[src/rtl/seg7_pkg.sv]
// Shared constants for the seven-segment scan controller.
// Segment order is a..g on bits 6..0.
package seg7_pkg;

  localparam logic [6:0] SEG_BLANK = 7'b0000000;

  // Entry n is the glyph for hex digit n.
  localparam logic [15:0][6:0] SEG_HEX = {
    7'b1000111, 7'b1001111, 7'b0111101, 7'b1001110,
    7'b0011111, 7'b1110111, 7'b1111011, 7'b1111111,
    7'b1110000, 7'b1011111, 7'b1011011, 7'b0110011,
    7'b1111001, 7'b1101101, 7'b0110000, 7'b1111110
  };

endpackage

[src/rtl/seg7_hex_decode.sv]
// Combinational hex nibble to seven-segment glyph lookup.
// Output is active-high; polarity is applied by the caller.
module seg7_hex_decode
  import seg7_pkg::*;
(
  input  logic [3:0] nib_i,
  output logic [6:0] seg_o
);

  assign seg_o = SEG_HEX[nib_i];

endmodule

[src/rtl/seg7_scan_ctrl.sv]
// Multiplexed seven-segment scanner with a one-deep pending
// register that is committed to the display only at frame end.
module seg7_scan_ctrl
  import seg7_pkg::*;
#(
  parameter int NUM_DIGITS = 4,
  parameter int SCAN_DIV   = 32,
  parameter bit ACTIVE_LOW = 1'b0
) (
  input  logic                    clk,
  input  logic                    rst,
  input  logic [4*NUM_DIGITS-1:0] data_in,
  input  logic [NUM_DIGITS-1:0]   dp_in,
  input  logic                    blank_lz,
  input  logic                    load_valid,
  output logic                    load_ready,
  output logic [6:0]              seg,
  output logic                    dp,
  output logic [NUM_DIGITS-1:0]   digit_en
);

  localparam int DW = $clog2(SCAN_DIV);
  localparam int IW = (NUM_DIGITS > 1) ? $clog2(NUM_DIGITS) : 1;
  localparam int NW = 4 * NUM_DIGITS;

  localparam logic [DW-1:0] DIV_LAST = DW'(SCAN_DIV - 1);
  localparam logic [IW-1:0] IDX_LAST = IW'(NUM_DIGITS - 1);
  localparam logic [6:0]    INV7     = {7{ACTIVE_LOW}};

  logic [DW-1:0]         div_q, div_d;
  logic [IW-1:0]         idx_q, idx_d;
  logic [NW-1:0]         disp_q, disp_d;
  logic [NUM_DIGITS-1:0] disp_dp_q, disp_dp_d;
  logic                  disp_bl_q, disp_bl_d;
  logic [NW-1:0]         pend_q, pend_d;
  logic [NUM_DIGITS-1:0] pend_dp_q, pend_dp_d;
  logic                  pend_bl_q, pend_bl_d;
  logic                  pend_full_q, pend_full_d;
  logic                  ready_q;
  logic [6:0]            seg_q;
  logic                  dp_q;
  logic [NUM_DIGITS-1:0] en_q;

  logic                  tc;
  logic                  fe;
  logic                  ld;
  logic [3:0]            nib;
  logic                  dp_sel;
  logic                  lz_sel;
  logic                  zh;
  logic                  blank;
  logic [NUM_DIGITS-1:0] en_d;
  logic [6:0]            hex_seg;
  logic [6:0]            seg_d;

  assign ld = load_valid & ready_q;

  always_comb begin
    tc = (div_q == DIV_LAST);
    fe = tc && (idx_q == IDX_LAST);
    div_d = tc ? '0 : div_q + 1'b1;
    idx_d = idx_q;
    if (tc) idx_d = (idx_q == IDX_LAST) ? '0 : idx_q + 1'b1;
    disp_d      = disp_q;
    disp_dp_d   = disp_dp_q;
    disp_bl_d   = disp_bl_q;
    pend_d      = pend_q;
    pend_dp_d   = pend_dp_q;
    pend_bl_d   = pend_bl_q;
    pend_full_d = pend_full_q;
    if (fe && pend_full_q) begin
      disp_d      = pend_q;
      disp_dp_d   = pend_dp_q;
      disp_bl_d   = pend_bl_q;
      pend_full_d = 1'b0;
    end
    if (ld) begin
      pend_d      = data_in;
      pend_dp_d   = dp_in;
      pend_bl_d   = blank_lz;
      pend_full_d = 1'b1;
    end
  end

  // zh accumulates "this nibble and all above are zero" from the top down.
  always_comb begin
    nib    = '0;
    dp_sel = 1'b0;
    lz_sel = 1'b0;
    en_d   = '0;
    zh     = 1'b1;
    for (int i = NUM_DIGITS - 1; i >= 0; i--) begin
      zh = zh & (disp_q[4*i +: 4] == 4'h0);
      if (idx_q == IW'(i)) begin
        nib     = disp_q[4*i +: 4];
        dp_sel  = disp_dp_q[i];
        lz_sel  = zh;
        en_d[i] = 1'b1;
      end
    end
  end

  seg7_hex_decode u_dec (
    .nib_i (nib),
    .seg_o (hex_seg)
  );

  assign blank = disp_bl_q && (idx_q != '0) && lz_sel;
  assign seg_d = (blank ? SEG_BLANK : hex_seg) ^ INV7;

  always_ff @(posedge clk) begin
    if (rst) begin
      div_q       <= '0;
      idx_q       <= '0;
      disp_q      <= '0;
      disp_dp_q   <= '0;
      disp_bl_q   <= 1'b0;
      pend_q      <= '0;
      pend_dp_q   <= '0;
      pend_bl_q   <= 1'b0;
      pend_full_q <= 1'b0;
      ready_q     <= 1'b0;
      seg_q       <= INV7;
      dp_q        <= ACTIVE_LOW;
      en_q        <= {NUM_DIGITS{ACTIVE_LOW}};
    end else begin
      div_q       <= div_d;
      idx_q       <= idx_d;
      disp_q      <= disp_d;
      disp_dp_q   <= disp_dp_d;
      disp_bl_q   <= disp_bl_d;
      pend_q      <= pend_d;
      pend_dp_q   <= pend_dp_d;
      pend_bl_q   <= pend_bl_d;
      pend_full_q <= pend_full_d;
      ready_q     <= ~pend_full_d;
      seg_q       <= seg_d;
      dp_q        <= dp_sel ^ ACTIVE_LOW;
      en_q        <= en_d ^ {NUM_DIGITS{ACTIVE_LOW}};
    end
  end

  assign load_ready = ready_q;
  assign seg        = seg_q;
  assign dp         = dp_q;
  assign digit_en   = en_q;

endmodule

[config.mk]
export PLATFORM = sky130hd
export DESIGN_NAME = seg7_scan_ctrl
export DESIGN_NICKNAME = d
export VERILOG_FILES = /design/src/rtl/seg7_pkg.sv /design/src/rtl/seg7_hex_decode.sv /design/src/rtl/seg7_scan_ctrl.sv
export SDC_FILE = /design/constraint.sdc
export NUM_CORES = 1
export LEC_CHECK = 0
export CAP_MARGIN = 20
export CORE_MARGIN = 2
export CORE_UTILIZATION = 58
export CTS_CLUSTER_SIZE = 20
export DETAILED_ROUTE_END_ITERATION = 8
export PLACE_DENSITY = 0.84
export SLEW_MARGIN = 20
export SYNTH_ARGS = -nofsm -noshare
export SYNTH_HDL_FRONTEND = slang
export SYNTH_SLANG_ARGS = --single-unit
[constraint.sdc]
create_clock -name clk -period 5.1 [get_ports clk]
set_clock_uncertainty 0.2 [all_clocks]
set_input_delay 0.765 -clock clk [delete_from_list [all_inputs] [get_ports clk]]
set_output_delay 0.765 -clock clk [all_outputs]
set_load 0.005 [all_outputs]
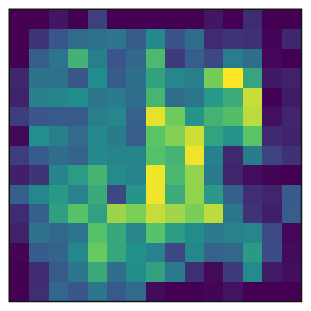
(images/metal_density.png)
Scale: 4 px per µm. 15 x 15 tiles, from dark purple (low) to yellow (high), scaled to the fullest tile. Values are wire area over tile area, all layers added.
fullest tile: 0.43
tiles over half the peak: 25%
emptiest ninth of the die: south-east
densest ninth of the die: centre
nearly empty tiles: 12%
detail-routed net length per standard cell: 12.5 µm
drt total wl: 5050 µm
via count: 2167
total global-route track usage: 21.3%

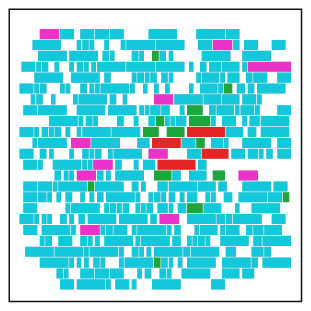
(images/sizes.png)
Scale: 4 px per µm.
| colour | size | cells |
|---|---|---|
| magenta | _6 and larger | 11 |
| red | _3 and _4 cells | 4 |
| cyan | _0 and _1 cells | 322 |
| green | _2 cells | 14 |

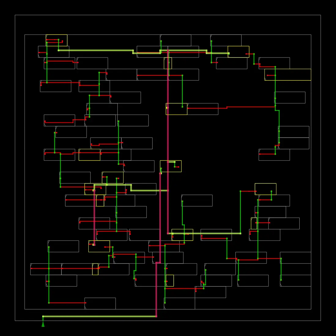
(images/clocks.png)
number of buffers created by CTS: 9
number of clock buffer instances in the layout: 12
insertion delay to the later sink of the worst-skew pair: 0.33 ns
clock-net power: 0.413 mW
CTS Sinks: 63

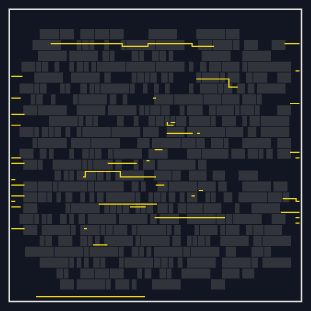
(images/layer_met3.png)
Scale: 4 px per µm.
main direction: horizontal
longest straight run: 26.9 µm
share of all routed wire: 4.1%
wire length on this layer: 208 µm
nets with wire on the layer: 33

==> notes.md <==
Implementation progress

The count of warnings emitted by yosys stands at 0. The fraction of power consumed by the clock network stands at 42.1%. The flow reports that combinational logic draws 5.6% of the design power. Across all setup checks in the final design, the least slack found is 2.36 ns. The area fraction in compound gates after synthesis stands at 15.4%. The share of final-layout standard cells stronger than drive strength 1 stands at under 10%. The maximum clock rate stands at about 360 MHz. STA on the placed design reports a worst setup slack of roughly 2.4 ns. After the flow finishes, the layout carries non-filler instances totaling ~400. The slowest stage of the critical path belongs to the cell sky130_fd_sc_hd__ha_1. The tree is rooted in a sky130_fd_sc_hd__clkbuf_8. Sequential cells placed in the final layout were counted as 63.

The area used by multi-input combinational logic stands at approximately 1300 µm². OpenROAD reports that the post-layout worst path occupies between 50% and 60% of the period. The most used flip-flop cell after synthesis is sky130_fd_sc_hd__dfxtp_1. The initial core utilization stands at slightly above 60%.

Endpoints with negative setup slack in the final report add up to 0. The worst setup path is captured at a flop. The number of antenna violations at the first check in global routing came to 0. For this run, combinational gates with multiple inputs come to 229. Per the detailed placement report, the placed cell area equals 3040 µm².

The standard cell core area stands at between 4000 and 5000 µm². The routed layout reports a DRC error count of 0. Per the area breakdown, the dominant cell category is logic gates. The transition time at the pin with the least slew margin stands at around 0.96 ns. During tapcell insertion the tool placed roughly 52 well taps.

The fraction of area in registers stands at 39.0%. The number of cells in the yosys synthesis report stands at 319. In this run, the synthesized area fraction spent on adder and majority cells is recorded as 5.95%. The plain and repair buffers instantiated in the layout total 36. The total internal power stands at about 0.77 mW.

The script reports the combined buffer and inverter count of the critical path as 2. The count of distinct cell types in the synthesized netlist stands at 44. The number of enable flip-flop cells stands at 0. Summing internal, switching and leakage power gives 0.981 mW. The longest incremental delay of any stage on the critical path is reported as 0.58 ns. The top cell type by area accounts for 46.1% of the synthesized area. After the first detailed-routing iteration, the DRC count stood at 92. The number of nets handed over by synthesis was 356. Of all nets on the critical path, the largest fanout is 14. The number of standard-cell rows in the floorplan stands at 24.

The setup TNS stands at 0 ns. Summing the areas of all and, or, nand and nor instances in the mapped netlist gives 24.2% of the synthesized area. Once detail routing completed, the nets flagged for antenna violations numbered 0. The number of non-clock inverters stands at 7. The peak ir drop on the vdd network stands at 216 µV. The finished layout cell area stands at about 3200 µm². The tally of max-capacitance violations stands at 0.

Buffers outside the clock tree occupy 11.0% of the routed design's cell area. The signal on the critical path passes through inv_1 > ha_1 > nor2_2 > o211ai_1 > o311a_1 > inv_1 > ha_1 > mux2i_1 > nor2_1 > a211oi_1. The sequential area share after synthesis stands at 46.1%.

The number of hold-slack violations in the final timing report stands at 0. In the final routing, the length of wire on met1 measures 2310 µm. The sum of net half-perimeters after detailed placement stands at 3640 µm.

On the reported timing paths, the clock transition at the registers reads 0.06 ns. The count of cells resized by post-cts repair stands at 0. Of the total standard cell area in the layout, the multi-input combinational portion is 41.3%. The number of diodes stands at 0. The power report puts the leakage power at 1.12 nW.

The width of the chip stands at 72.7 µm. The mean number of vias per cell stands at 5.38. The worst-case max-slew headroom was logged as 36.3%. In this run switching power makes up 21.2% of total power. The final core utilization stands at 72.7%. Fill cells in the final layout number between 300 and 400.

The number of cells on the worst reg-to-reg path is 10. In the synthesized netlist, the cells that appear most often are sky130_fd_sc_hd__nand2_1, sky130_fd_sc_hd__dfxtp_1, sky130_fd_sc_hd__a21oi_1. The area fraction in xor and xnor cells stands at 0.640%. The synthesized netlist occupies a cell area of 2740 µm². Of the combinational cells, the family taking the most area is simple AND/OR/NAND/NOR gates. Averaged over all synthesized cells, the footprint is 8.57 µm². The synthesis report lists the most area-consuming cells as sky130_fd_sc_hd__dfxtp_1, sky130_fd_sc_hd__nand2_1, sky130_fd_sc_hd__a21oi_1. The run finished with clean final reports. Detailed routing placed a total of 2410 µm of wire on met2.

The first global-routing pass estimated 8600 µm of wire. The worst hold path passes through 2 cells. Between the synthesized netlist and the finished layout, the area growth was recorded as 18.2%. The number of detailed-routing iterations run before antenna repair stands at 5. The type recorded for the worst min-delay path is reg -> reg. The congestion estimate from routability-driven global placement came to 0.824. The critical path is of the reg -> reg type.

The worst endpoint required time stands at a little over 5 ns. Sequential cells account for a little over half of the total power. The die covers 5280 µm². Yosys instantiated no cell more often than sky130_fd_sc_hd__nand2_1. Per the CTS log, the buffer count on the longest clock path is 2. According to the finish report, the design has a final net count of 383. The number of synthesized register bits stands at 63. Setup repair after global routing left no endpoint under its margin. The largest net degree at the start of global routing stands at about 58.

The post-route worst hold slack stands at about 0.25 ns. The final timing report lists a max-slew violation count of 0. The I/O pin count stands at 37.

The combined flip-flop and latch cell area stands at ~1300 µm². Grouping stages by cell kind, the critical path spends the most delay in adder cells. Counting buffers and inverters, the worst setup path is 10 cells deep. The total tool warning count stands at 35. The H-tree depth stands at 3.

The arrival time of the worst setup path stands at roughly 2.8 ns. The hold buffer count at CTS stands at 0. The power density of the placed cells stands at 303 nW/µm². TritonCTS built the clock tree.

Counting flops with an async set or reset pin after synthesis yields a share of 0%. The number of placed cells counting well taps stands at 387. The total grt overflow stands at 0. STA classifies the critical path startpoint as a flop. The area fraction in mux cells stands at between 2 and 3%. The area reported by Yosys stat stands at roughly 2700 µm². Counting every instance in the synthesized netlist gives roughly 320.

The post-CTS setup buffer count stands at 0. The largest total area in the synthesized netlist belongs to sky130_fd_sc_hd__dfxtp_1. The overall die height stands at 72.7 µm.

The shortest clock period the worst path allows after layout stands at 2.74 ns. Per the detail_route log, met3 wirelength is 208 µm. The clock network area share stands at 5.88%.
==> cells in the final DEF (no fill, tap or decap), drive strengths merged, types with 2 or more instances in the layout <==
master         instances
nand2                 96
dfxtp                 63
a21oi                 47
clkdlybuf4s50         35
nor2                  15
ha                    13
clkbuf                12
inv                    7
mux2i                  7
nor3                   7
nor2b                  5
nand3b                 5
nor3b                  5
clkinv                 3
a221oi                 3
a311oi                 3
nand2b                 2
and3                   2
nand3                  2
a211oi                 2
o21ai                  2
==> sequential cells by signal (all words and copies together), names as in the netlist <==
register	cells
disp_q	16
pend_q	16
seg	7
div_q	5
digit_en	4
disp_dp_q	4
pend_dp_q	4
idx_q	2
disp_bl_q	1
dp	1
load_ready	1
pend_bl_q	1
pend_full_q	1
==> power groups by stage <==
| stage | logic [mW] | clock network [mW] | registers (mW) |
|---|---|---|---|
| floorplan | 0.0263 | 0 | 0.523 |
| global placement | 0.0542 | 0 | 0.523 |
| detailed placement | 0.0555 | 0 | 0.524 |
| CTS | 0.0555 | 0.422 | 0.513 |
| global route | 0.0621 | 0.446 | 0.514 |
| finish | 0.0548 | 0.413 | 0.513 |
==> layer usage <==
layer / GRT usage [%] / vias to the layer above
li1: - / 1122
met4: 10.3 / 0
met2: 34.2 / 52
met3: 7.46 / 13
met1: 25.4 / 980
met5: 0 / -
==> worst paths after layout <==
path | endpoint | start | slack, ns
worst max-delay path | seg[3]$_SDFF_PP0_ | idx_q[0]$_SDFFE_PP0N_ | 2.36
worst min-delay path | disp_q[7]$_SDFFE_PP0P_ | pend_q[7]$_SDFFE_PP0P_ | 0.25
worst max register to register | seg[3]$_SDFF_PP0_ | idx_q[0]$_SDFFE_PP0N_ | 2.36
worst min register to register | disp_q[7]$_SDFFE_PP0P_ | pend_q[7]$_SDFFE_PP0P_ | 0.25
Power and IR drop assume default switching activity.
